## src/rtl/core_mem_pkg.sv

```systemverilog
// core_mem_pkg: shared types for the core-side memory arbiter.
// Latency: n/a (types and constants only).
// Backpressure: n/a.
// Contents: arbiter FSM states, transaction owner tag and the default
// byte-enable width of the core memory interface.
package core_mem_pkg;

  // Default core data width and its byte-enable width.
  localparam int CORE_DATA_W = 32;
  localparam int BE_W        = CORE_DATA_W / 8;

  typedef enum logic [1:0] {
    IDLE = 2'd0,
    REQ  = 2'd1,
    WAIT = 2'd2
  } arb_state_t;

  typedef enum logic {
    OWN_IF = 1'b0,
    OWN_D  = 1'b1
  } arb_owner_t;

endpackage

```

## src/rtl/mem_arbiter.sv

```systemverilog
// mem_arbiter: shares one memory port between instruction fetch and load/store.
// Latency: grant at T, mem_req from T+1; read data at T+3 best case, store ack at T+2.
// Backpressure: mem_req and its attributes hold until mem_ready; no grants leave IDLE.
//
// Ports:
//   clk, reset                       clock, synchronous active-high reset
//   if_req/if_addr -> if_gnt         fetch request, accepted by a one-cycle grant
//   if_rvalid/if_rdata               fetch data return pulse
//   d_req/d_we/d_be/d_addr/d_wdata   load/store request
//   d_gnt, d_rvalid/d_rdata          data grant, load data or store-done pulse
//   mem_req/mem_we/mem_be/mem_addr/mem_wdata, mem_ready   memory request side
//   mem_rvalid/mem_rdata             memory read return
module mem_arbiter
  import core_mem_pkg::*;
#(
  parameter int ADDR_W     = 32,
  parameter int DATA_W     = 32,
  parameter int STARVE_MAX = 4
) (
  input  logic                  clk,
  input  logic                  reset,

  input  logic                  if_req,
  input  logic [ADDR_W-1:0]     if_addr,
  output logic                  if_gnt,
  output logic                  if_rvalid,
  output logic [DATA_W-1:0]     if_rdata,

  input  logic                  d_req,
  input  logic                  d_we,
  input  logic [DATA_W/8-1:0]   d_be,
  input  logic [ADDR_W-1:0]     d_addr,
  input  logic [DATA_W-1:0]     d_wdata,
  output logic                  d_gnt,
  output logic                  d_rvalid,
  output logic [DATA_W-1:0]     d_rdata,

  output logic                  mem_req,
  output logic                  mem_we,
  output logic [DATA_W/8-1:0]   mem_be,
  output logic [ADDR_W-1:0]     mem_addr,
  output logic [DATA_W-1:0]     mem_wdata,
  input  logic                  mem_ready,
  input  logic                  mem_rvalid,
  input  logic [DATA_W-1:0]     mem_rdata
);

  localparam int          BeW       = DATA_W / 8;
  localparam logic [3:0]  StarveMax = STARVE_MAX[3:0];

  arb_state_t           r_state;
  arb_state_t           w_state_nxt;
  arb_owner_t           r_owner;
  logic [3:0]           r_starve_cnt;

  logic                 r_mem_req;
  logic                 r_mem_we;
  logic [BeW-1:0]       r_mem_be;
  logic [ADDR_W-1:0]    r_mem_addr;
  logic [DATA_W-1:0]    r_mem_wdata;

  logic                 r_if_rvalid;
  logic [DATA_W-1:0]    r_if_rdata;
  logic                 r_d_rvalid;
  logic [DATA_W-1:0]    r_d_rdata;

  logic                 w_idle;
  logic                 w_starved;
  logic                 w_if_win;
  logic                 w_d_win;

  // Grants are only issued from IDLE; holding them off during reset keeps
  // a requester from believing it was accepted by an FSM that is clearing.
  assign w_idle    = (r_state == IDLE) && !reset;
  assign w_starved = (r_starve_cnt == StarveMax);

  // Data wins a tie unless fetch has been passed over STARVE_MAX times.
  assign w_if_win = w_idle && if_req && (!d_req || w_starved);
  assign w_d_win  = w_idle && d_req && !w_if_win;

  assign if_gnt = w_if_win;
  assign d_gnt  = w_d_win;

  // Next-state logic.
  always_comb begin
    w_state_nxt = r_state;
    case (r_state)
      IDLE: begin
        if (w_if_win || w_d_win) begin
          w_state_nxt = REQ;
        end
      end
      REQ: begin
        // Fetches always latch we=0, so r_mem_we alone marks a store.
        if (mem_ready) begin
          w_state_nxt = r_mem_we ? IDLE : WAIT;
        end
      end
      WAIT: begin
        if (mem_rvalid) begin
          w_state_nxt = IDLE;
        end
      end
      default: w_state_nxt = IDLE;
    endcase
  end

  // State register.
  always_ff @(posedge clk) begin
    if (reset) begin
      r_state <= IDLE;
    end else begin
      r_state <= w_state_nxt;
    end
  end

  // Request latch toward memory.
  always_ff @(posedge clk) begin
    if (reset) begin
      r_owner     <= OWN_IF;
      r_mem_req   <= 1'b0;
      r_mem_we    <= 1'b0;
      r_mem_be    <= '0;
      r_mem_addr  <= '0;
      r_mem_wdata <= '0;
    end else begin
      if (w_if_win) begin
        r_owner     <= OWN_IF;
        r_mem_req   <= 1'b1;
        r_mem_we    <= 1'b0;
        r_mem_be    <= '1;
        r_mem_addr  <= if_addr;
        r_mem_wdata <= '0;
      end else if (w_d_win) begin
        r_owner     <= OWN_D;
        r_mem_req   <= 1'b1;
        r_mem_we    <= d_we;
        r_mem_be    <= d_be;
        r_mem_addr  <= d_addr;
        r_mem_wdata <= d_wdata;
      end else if (r_state == REQ && mem_ready) begin
        // Attributes stay as they were; only the request strobe drops.
        r_mem_req <= 1'b0;
      end
    end
  end

  // Response routing back to the owning requester.
  always_ff @(posedge clk) begin
    if (reset) begin
      r_if_rvalid <= 1'b0;
      r_if_rdata  <= '0;
      r_d_rvalid  <= 1'b0;
      r_d_rdata   <= '0;
    end else begin
      r_if_rvalid <= 1'b0;
      r_d_rvalid  <= 1'b0;
      if (r_state == REQ && mem_ready && r_mem_we) begin
        // Store completes on acceptance; memory returns nothing for it.
        r_d_rvalid <= 1'b1;
        r_d_rdata  <= '0;
      end else if (r_state == WAIT && mem_rvalid) begin
        if (r_owner == OWN_IF) begin
          r_if_rvalid <= 1'b1;
          r_if_rdata  <= mem_rdata;
        end else begin
          r_d_rvalid <= 1'b1;
          r_d_rdata  <= mem_rdata;
        end
      end
    end
  end

  // Starvation counter: counts data grants taken while a fetch was waiting.
  always_ff @(posedge clk) begin
    if (reset) begin
      r_starve_cnt <= '0;
    end else if (r_state == IDLE) begin
      if (w_if_win || !if_req) begin
        r_starve_cnt <= '0;
      end else if (w_d_win && (r_starve_cnt != StarveMax)) begin
        r_starve_cnt <= r_starve_cnt + 4'd1;
      end
    end
  end

  assign mem_req   = r_mem_req;
  assign mem_we    = r_mem_we;
  assign mem_be    = r_mem_be;
  assign mem_addr  = r_mem_addr;
  assign mem_wdata = r_mem_wdata;

  assign if_rvalid = r_if_rvalid;
  assign if_rdata  = r_if_rdata;
  assign d_rvalid  = r_d_rvalid;
  assign d_rdata   = r_d_rdata;

endmodule

```

## config.mk

```make
export PLATFORM = sky130hd
export DESIGN_NAME = mem_arbiter
export DESIGN_NICKNAME = d
export VERILOG_FILES = /design/src/rtl/core_mem_pkg.sv /design/src/rtl/mem_arbiter.sv
export SDC_FILE = /design/constraint.sdc
export NUM_CORES = 1
export LEC_CHECK = 0
export CORE_ASPECT_RATIO = 0.5
export CORE_MARGIN = 2
export CORE_UTILIZATION = 44
export CTS_CLUSTER_DIAMETER = 200
export DETAILED_ROUTE_END_ITERATION = 7
export PLACE_DENSITY = 0.95
export SLEW_MARGIN = 20
export SYNTH_ARGS = -nofsm -noshare
export SYNTH_HDL_FRONTEND = slang
export SYNTH_SLANG_ARGS = --single-unit
```

## constraint.sdc

```tcl
create_clock -name clk -period 4.4 [get_ports clk]
set_input_delay 0.66 -clock clk [delete_from_list [all_inputs] [get_ports clk]]
set_output_delay 0.66 -clock clk [all_outputs]
set_load 0.01 [all_outputs]
```

==> results.sh, run 1 <==
# source this file to load flow results
export IMPL_dp_hpwl_microns=12900
export IMPL_grt_pass1_vias=5914
export IMPL_cp_depth=4
export IMPL_fp_util_pct=45.7
export IMPL_synth_area_leader_cell="dfxtp_1"
export IMPL_tap_cells=170
export IMPL_whs_path_depth=2
export IMPL_regArea_sq_um=2860
export IMPL_maxCapViolCount=0
export IMPL_syn_area_sq_um=5850
export IMPL_p_clk_share_pct=44.8
export IMPL_grt_pass1_wl_microns=30500
export IMPL_worst_r2r_cell_count=7
export IMPL_cts_sinks=143
export IMPL_nets=1041
export IMPL_final_cells=1083
export IMPL_first_pass_iters=5
export IMPL_clk_pin_slew_worst_paths_ns=0.06
export IMPL_dpl_cell_area_sq_um=8580
export IMPL_synth_avg_cell_area_sq_um=8.85
export IMPL_mux_share_pct=5.82
export IMPL_logic_family="AND-OR/OR-AND gates"
export IMPL_die_h_microns=85.5
export IMPL_final_antenna_net_count=0
export IMPL_cp_start_kind="flip-flop"
export IMPL_fin_worst_skew_ns=0.00898
export IMPL_timing_hold_ws_ns=0.454
export IMPL_postSynthSeqShare_pct=48.9
export IMPL_cts_setup_buffers=0
export IMPL_xor_area_share_pct=0
export IMPL_pg_seq_uw=1400
export IMPL_htreeDepth=4
export IMPL_clock_latency_ns=0.41
export IMPL_hold_violations=0
export IMPL_grt_antenna_before_repair=0
export IMPL_wl_per_cell_microns=18.1
export IMPL_hold_class="flip-flop to flip-flop"
export IMPL_yosysWarnings=0
export IMPL_vias=6048
export IMPL_logic_gate_count=413
export IMPL_worst_hold_path_endpoint="d_rdata[4]"
export IMPL_root_buffer="clkbuf_16"
export IMPL_overflow=0
export IMPL_die_x_microns=167
export IMPL_min_from="d_rdata[4]"
export IMPL_regToRegSetupSlack_ns=2.10
export IMPL_critical_path_max_stage_delay_ns=0.63
export IMPL_finalSetupViolations=0
export IMPL_status="complete, no violations"
export IMPL_grtUsageTotal_pct=26.8
export IMPL_cpMaxStageDelayCell="or3_4"
export IMPL_total_power_uw=3440
export IMPL_die_area_sq_um=14300
export IMPL_fin_setup_tns_ns=0
export IMPL_top_layer_used="met4"
export IMPL_top_cell_area_share_pct=48.9
export IMPL_ir_drop_uv=282
export IMPL_crit_type="flip-flop to output pin"
export IMPL_rsz0062_at_grt="false"
export IMPL_r2r_start="r_starve_cnt[0]"
export IMPL_inv_count=40
export IMPL_intPower_uw=2600
export IMPL_combinationalPower_uw=499
export IMPL_grt_util_met1_pct=30.9
export IMPL_dp_slack_ns=1.21
export IMPL_numPortBuffers=276
export IMPL_top_cells_by_area="dfxtp_1 49%, nand2_1 8.5%, a21oi_1 8.5%"
export IMPL_numCtsBuffers=17
export IMPL_yosys_area_sq_um=5850
export IMPL_fp_nets=802
export IMPL_maxSlewHeadroom_pct=40.0
export IMPL_busiest_layer="met2"
export IMPL_cts_resized=0
export IMPL_reg2reg_to="mem_addr[10]"
export IMPL_diodes=0
export IMPL_finalCritPeriodShare_pct=74.4
export IMPL_synthTopCellsByCount="143 x dfxtp_1, 133 x nand2_1, 99 x a21oi_1"
export IMPL_critPathCapture="d_gnt"
export IMPL_nNonClkBuffers=285
export IMPL_critPathBufInv=1
export IMPL_netSwitchingPower_uw=835
export IMPL_fin_ws_ns=1.12
export IMPL_p_leak_uw=0.00321
export IMPL_area_growth_synth_to_final_pct=57.3
export IMPL_hold_buffers=0
export IMPL_met2_usage_pct=46.7
export IMPL_cp_max_fo=33
export IMPL_grt_max_degree=59
export IMPL_placedCellCount=1051
export IMPL_cts_tree="done"
export IMPL_synth_cells=661
export IMPL_seq_power_share_pct=40.7
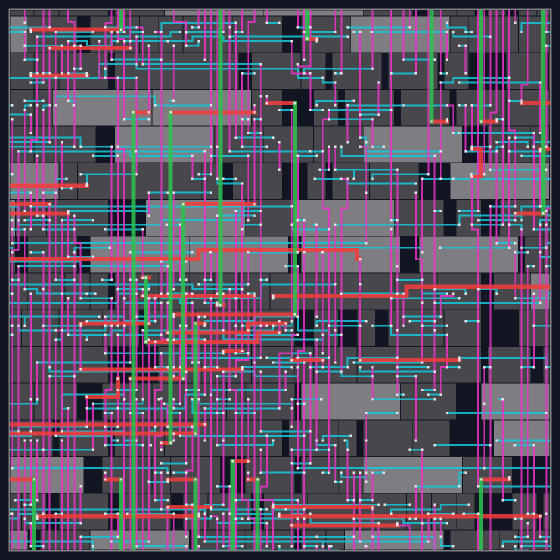
(run_1/detail.png)
Window x 64 to 104, y 23 to 63 microns. Cells in grey, sequential cells in the stronger grey; small squares are vias.
layer	colour
metal 2	magenta
metal 4	green
metal 3	red
metal 1	cyan
cells with their middle in the window	144
sequential cells in the window	19
most frequent	clkdlybuf4s50_1 (29), dfxtp_1 (19), a21oi_1 (12)
netlist names of flops here include	`mem_addr` (5), `if_rdata` (3), `mem_wdata` (3)

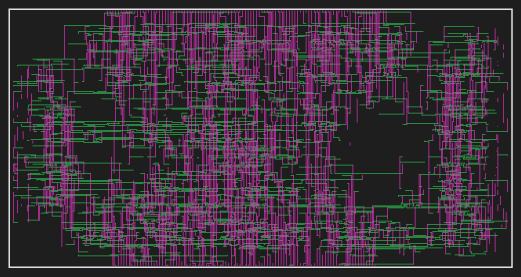
(run_1/wires.png)
Scale: 3 px per micron. Only two layers are drawn.
layer	colour	wire length
metal 1	green	7690 microns
metal 2	magenta	9750 microns

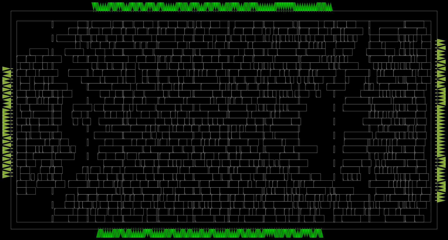
(run_1/placement.png)
Site Rows: 29
Util after Layout: 71.9%
Core ar.: 12800 sq um
flop share of the area: 31.1%
FFs & Latches: 143

==> run_1/layer_met2.png <==
Scale: 3 px per micron. Cells faint in the background.
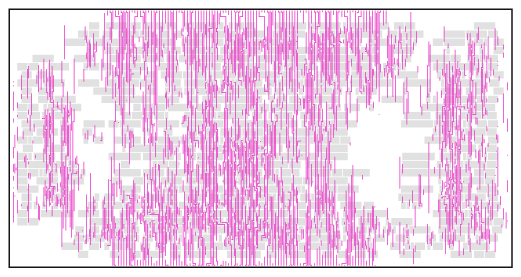

==> inputs of run 2 (changes only) <==
--- a/config.mk
+++ b/config.mk
@@ -7,10 +7,10 @@
 export LEC_CHECK = 0
 export CORE_ASPECT_RATIO = 0.5
 export CORE_MARGIN = 2
-export CORE_UTILIZATION = 44
+export CORE_UTILIZATION = 37
 export CTS_CLUSTER_DIAMETER = 200
 export DETAILED_ROUTE_END_ITERATION = 7
-export PLACE_DENSITY = 0.95
+export PLACE_DENSITY = 0.86
 export SLEW_MARGIN = 20
 export SYNTH_ARGS = -nofsm -noshare
 export SYNTH_HDL_FRONTEND = slang
==> constraint.sdc (replaced) <==
create_clock -name clk -period 2.75 [get_ports clk]
set_input_delay 0.4125 -clock clk [delete_from_list [all_inputs] [get_ports clk]]
set_output_delay 0.4125 -clock clk [all_outputs]
set_load 0.01 [all_outputs]
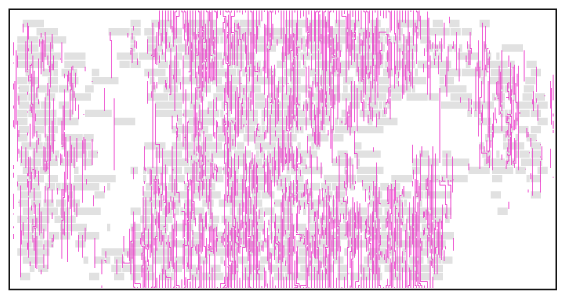
(run_2/layer_met2.png)
Scale: 3 px per micron. Cells faint in the background.
main direction	vertical
nets with wire on the layer	908

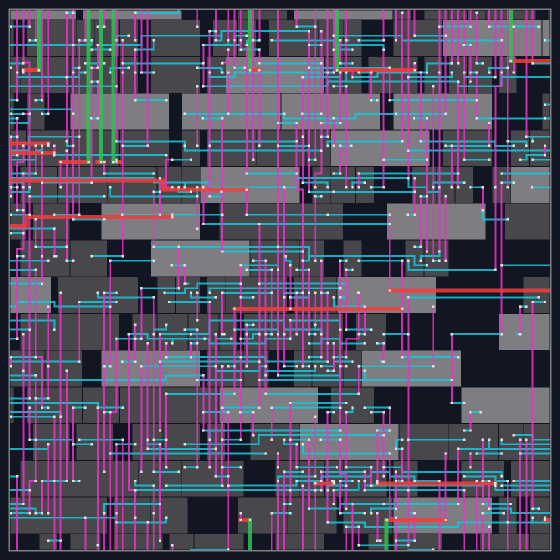
(run_2/detail.png)
Window x 71 to 111, y 26 to 66 microns. Cells in grey, sequential cells in the stronger grey; small squares are vias.
layer	colour
metal 4	green
metal 3	red
metal 2	magenta
metal 1	cyan
most frequent	nand2_1 (28), clkdlybuf4s50_1 (20)
netlist names of flops here include	`d_rdata` (7), `mem_addr` (5), `r_starve_cnt` (4)
sequential cells in the window	19
cells with their middle in the window	132

==> results.sh, run 2 <==
# source this file to load flow results
export IMPL_critical_path_cell_chain="buf_4, nor4b_4, o21ai_4, inv_2, clkdlybuf4s50_1"
export IMPL_pg_clk_uw=2140
export IMPL_synth_avg_cell_area_sq_um=8.85
export IMPL_largest_cell_class="non-clock buffers"
export IMPL_numCtsBuffers=17
export IMPL_top_cells_by_area="dfxtp_1 49%, nand2_1 8.5%, a21oi_1 8.5%"
export IMPL_top_cell_area_share_pct=48.9
export IMPL_sh_seq_area_pct=30.9
export IMPL_wl_per_cell_microns=17.1
export IMPL_netSwitchingPower_uw=1310
export IMPL_min_from="reset"
export IMPL_maxCapViolCount=0
export IMPL_status="complete, no violations"
export IMPL_cts_tree="done"
export IMPL_maxSlewHeadroom_pct=35.2
export IMPL_seq_power_share_pct=42.8
export IMPL_diodes=0
export IMPL_r2r_start="r_starve_cnt[0]"
export IMPL_drv_slew=0
export IMPL_critPathCapture="if_gnt"
export IMPL_clk_pin_slew_worst_paths_ns=0.06
export IMPL_layout_top_cells="274 x clkdlybuf4s50_1, 143 x dfxtp_1, 133 x nand2_1, 99 x a21oi_1, 39 x nor3_1"
export IMPL_nets=1051
export IMPL_grtUsageTotal_pct=22.6
export IMPL_crit_type="flip-flop to output pin"
export IMPL_combinationalPower_uw=829
export IMPL_numPortBuffers=276
export IMPL_busiest_layer="met2"
export IMPL_regToRegSetupSlack_ns=0.68
export IMPL_dp_hpwl_microns=13700
export IMPL_std_cell_rows=32
export IMPL_ir_drop_uv=369
export IMPL_p_leak_uw=0.00324
export IMPL_grt_pass1_vias=6032
export IMPL_yosys_area_sq_um=5850
export IMPL_placedCellCount=1095
export IMPL_fin_ws_ns=0.215
export IMPL_worst_r2r_cell_count=6
export IMPL_rsz0062_at_grt="false"
export IMPL_nNonClkBuffers=295
export IMPL_final_layout_top_logic_cell="clkdlybuf4s50_1"
export IMPL_critical_path_max_stage_delay_ns=0.55
export IMPL_worst_hold_path_endpoint="mem_be[1]"
export IMPL_die_area_sq_um=16900
export IMPL_final_cells=1127
export IMPL_timing_fmax_ghz=0.394
export IMPL_seq_cells=143
export IMPL_p_clk_share_pct=41.2
export IMPL_pg_seq_uw=2220
export IMPL_top_layer_used="met4"
export IMPL_clkbuf_count=19
export IMPL_regArea_sq_um=2860
export IMPL_flop_cell="dfxtp_1"
export IMPL_grt_antenna_before_repair=0
export IMPL_synth_async_reset_ratio_pct=0
export IMPL_vias=5934
export IMPL_timing_hold_ws_ns=0.401
export IMPL_fp_util_pct=38.0
export IMPL_coreArea_sq_um=15400
export IMPL_mux_share_pct=5.82
export IMPL_whs_path_depth=4
export IMPL_adder_share_pct=0.428
export IMPL_clock_latency_ns=0.41
export IMPL_hold_class="input port to flip-flop"
export IMPL_total_power_uw=5200
export IMPL_die_h_microns=92.9
export IMPL_met2_usage_pct=40.9
export IMPL_final_antenna_net_count=0
export IMPL_cp_max_fo=13
export IMPL_dp_slack_ns=0.235
export IMPL_pwr_share_comb_pct=15.9
export IMPL_hold_violations=0
export IMPL_first_pass_iters=5
export IMPL_inv_count=40
export IMPL_intPower_uw=3880
export IMPL_tap_cells=204
export IMPL_reg2reg_to="mem_addr[27]"
export IMPL_met2_length_microns=9840
export IMPL_yosysWarnings=0
export IMPL_fin_worst_skew_ns=0.00828
export IMPL_fp_nets=802
export IMPL_postLayoutCoreUtil_pct=60.2
export IMPL_overflow=0
export IMPL_worstPathRequired_ns=2.34
export IMPL_critPathBufInv=3
export IMPL_cp_start_kind="flip-flop"
export IMPL_cp_depth=5
export IMPL_buf_share_pct=31.7
export IMPL_design_area_sq_um=9280
export IMPL_area_growth_synth_to_final_pct=58.6
export IMPL_dpl_cell_area_sq_um=8730
export IMPL_grt_util_met1_pct=25.2
export IMPL_cts_sinks=143
export IMPL_synth_area_leader_cell="dfxtp_1"
export IMPL_postSynthSeqShare_pct=48.9
export IMPL_die_x_microns=182
export IMPL_cpMaxStageDelayCell="clkdlybuf4s50_1"
export IMPL_logic_family="AND-OR/OR-AND gates"
export IMPL_cp_startpoint="r_state[1]"
export IMPL_hold_buffers=0
export IMPL_root_buffer="clkbuf_16"
export IMPL_grt_max_degree=89
export IMPL_grt_pass1_wl_microns=30600
export IMPL_xor_area_share_pct=0
export IMPL_fin_setup_tns_ns=0
export IMPL_htreeDepth=4
export IMPL_synth_cells=661
export IMPL_synthTopCellsByCount="143 x dfxtp_1, 133 x nand2_1, 99 x a21oi_1"
export IMPL_logic_gate_count=413
export IMPL_cts_resized=1
export IMPL_syn_area_sq_um=5850
export IMPL_finalCritPeriodShare_pct=92.2
export IMPL_cts_setup_buffers=0
export IMPL_finalSetupViolations=0
